The metal 1 layer:
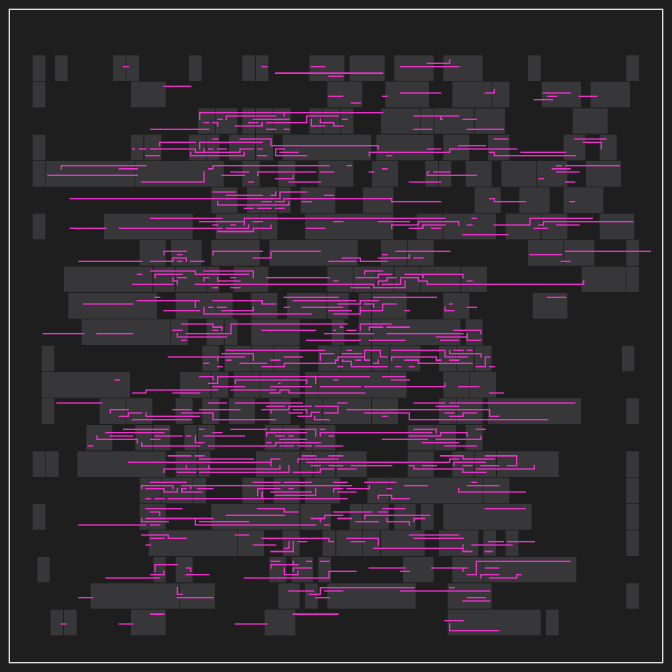
Metal 2:
The bar under the picture is 20 um long.
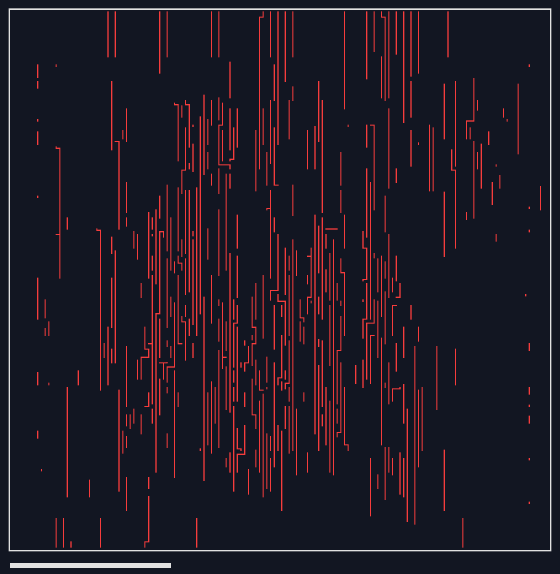
Design bitstream_ena_ctrl_flat, sky130hd; sources not shown.
==> impl_metrics.py <==
# Auto-generated metrics
metrics = {
    "critical_path": {
        "cp-end-kind": "output pin",
        "reg2regPathDepth": 4,
        "r2r_slack_ns": 0.06,
        "start_kind": "register",
        "cp_max_fo": 3,
        "worstPathArrival_ns": 1.47,
        "path_class": "reg2out",
        "cp_data_required_time_ns": 1.44,
    },
    "logic_synthesis": {
        "post_synth_instance_area_sq_um": 1600,
        "ys.flop_type": "dfrtp_1",
        "synth_seq_share_pct": 32.9,
        "synth_cell_type_count": 50,
        "topCellsByArea": "dfrtp_1 (33%), buf_4 (17%), o21ai_0 (4.1%)",
        "top_cell": "buf_4",
        "syn_avg_cell_area_sq_um": 8.59,
        "ys_area_sq_um": 1600,
        "ys_top_cells_by_count": "buf_4 (36), dfrtp_1 (21), o21ai_0 (13), nand3_1 (10)",
        "ys_cells": 186,
        "edf_count": 0,
        "syn_inst": 186,
        "yosys_warnings": 0,
        "ys_ff": 21,
        "async_flop_share_pct": 100,
        "top_area_cell": "dfrtp_1",
        "synth_top_area_share_pct": 32.9,
    },
    "clock_tree": {
        "cts_tree": "built",
        "numCtsBuffers": 3,
        "htree_levels": 1,
        "cts_root_buf": "clkbuf_8",
        "clock_latency_ns": 0.26,
        "clk_pin_slew_worst_paths_ns": 0.08,
        "clock_path_buffers": 2,
        "cts.sinks": 21,
    },
    "floorplanning": {
        "io_pins": 62,
        "die_w_um": 67.2,
        "rows": 22,
        "die.size.y_um": 67.2,
        "dieArea_sq_um": 4520,
        "core-area_sq_um": 3740,
        "initCoreUtil_pct": 42.7,
    },
    "pwr": {
        "peakVddDrop_mv": 0.411,
        "p_leak_nw": 0.948,
        "powerDensity_nw_per_um2": 689,
        "power_mw": 1.42,
    },
    "run": {
        "max_cap_viol_count": 0,
        "tool_warnings": 30,
    },
    "sta": {
        "finalSetupViolCount": 2,
        "report.final.hold_viol_count": 0,
        "tightest_slew_ns": 1.18,
        "period_used_pct": 102,
        "setup_ws_ns": -0.0295,
        "finalCriticalPeriod_ns": 1.73,
        "finClkSkew_ns": 0.0110,
        "rsz0062_at_grt": "yes",
        "whs_ns": 0.506,
        "max_freq_mhz": 578,
        "slew_headroom_pct": 21.4,
        "maxSlewViolCount": 0,
    },
    "status": {
        "outcome": "finished with violations",
        "violations": "negative setup slack",
    },
    "worst_hold_path": {
        "hp-class": "reg2reg",
        "whs_path_depth": 2,
    },
    "place": {
        "gp_congestion": 0.844,
        "dp_hpwl_um": 2820,
        "io_buffers": 28,
        "post_dp_cell_area_sq_um": 1930,
    },
    "cells_and_area": {
        "nNetsFinal": 252,
        "drive_gt1_share_pct": 27.6,
        "largest_reg_flops": 16,
        "fillers": 353,
        "num_antenna_cells": 0,
        "post-route-util_pct": 54.9,
        "design_area_sq_um": 2060,
        "synthToLayoutAreaGrowth_pct": 28.7,
    },
    "grt": {
        "antenna_found_initial": 0,
        "grt-ovfl-total": 0,
        "grtUsageTotal_pct": 17.3,
        "grt_pass1_vias": 1282,
        "grt_max_degree": 22,
        "grt_pass1_wl_um": 6020,
    },
    "routing": {
        "first_pass_iters": 4,
        "routed_via_density": 5.20,
        "ant_nets": 0,
        "drt-wirelength-per-cell_um": 13.5,
        "first_iter_violations": 76,
        "drc": 0,
    },
}
Notes on 'the metal 1 layer' above:
- share of all routed wire: 44%
- longest straight run: 21.6 um
- nets with wire on the layer: 204
Total Wirelength: 3790 um
routed vias: 1456
met1 GRT Util: 23.5%

Notes on 'metal 2' above:
- longest straight run: 29.2 um
- share of all routed wire: 48%
- main direction: vertical
met2 global-route usage: 27.6%

-- power breakdown --
part	internal [mW]	leakage, nW	total (mW)	switching, mW
Combinational	0.199	0.649	0.455	0.257
Clock	0.167	0.0228	0.333	0.166
Sequential	0.553	0.276	0.628	0.0744
-- cells in the final DEF, fill, tap and decap left out, drive strengths merged, types with 2 or more instances in the layout --
cell type / instances
and3: 5
a21o: 3
a21oi: 3
o311ai: 2
conb: 32
clkdlybuf4s50: 14
nand4: 5
a311oi: 2
nor2b: 3
nor4: 4
and2: 3
nand2: 8
nand3: 12
ha: 2
or3: 3
nor2: 8
dlygate4sd2: 3
buf: 34
o21ai: 13
nor3: 9
or2: 2
inv: 9
dfrtp: 21
dlymetal6s2s: 2
o31ai: 3
clkbuf: 5
-- cell families (layout without fill, tap and decap cells) --
family	Yosys count	after routing	synth area share [%]
xor+xnor	1	1	0.548
simple gates	70	70	26.1
buf+inv	52	67	21.7
other cells	1	32	0.235
mux	2	2	1.33
compound gates	37	37	15.7
flops	21	21	32.9
fa+ha+maj	2	2	1.57
-- stage by stage --
stage / instances / TNS, ns / setup WS (ns)
after floorplan: 217 / 0 / 0.00138
after global placement: 274 / -7.72 / -0.745
after detailed placement: 274 / -8.19 / -0.751
after CTS: 278 / -0.0562 / -0.0368
after global routing: 280 / -0.461 / -0.137
final: 280 / -0.0319 / -0.0295
-- area by class of cell --
type | instances | area (sq um) | share of cell area (%)
clock buffers | 4 | 45.0 | 2.19
inverters | 9 | 33.8 | 1.64
multi-input cells | 144 | 915 | 44.5
flip-flops and latches | 21 | 531 | 25.8
well taps | 48 | 60.1 | 2.92
repair buffers | 54 | 472 | 22.9
-- per-layer routing --
layer,track usage (%),vias to the layer above,routed length (um)
met2,27.6,67,1830
met5,0,-,0
met4,7.65,0,37
li1,-,696,-
met1,23.5,689,1680
met3,2.17,4,249
-- what timing repair did --
action                     CTS  global route
gates resized               47            27
buffers inserted             0             2
hold buffers                 0             0
pin swaps                    1             2
setup endpoints to repair   15            22
-- critical path, cell delays in order (launching register included) --
cell     delay (ns)
dfrtp_1        0.39
nor4b_2        0.24
buf_4          0.15
and2_4         0.13
and4_1         0.19
buf_6          0.12
Power figures rest on the tool's default switching activity, not on a simulated workload.
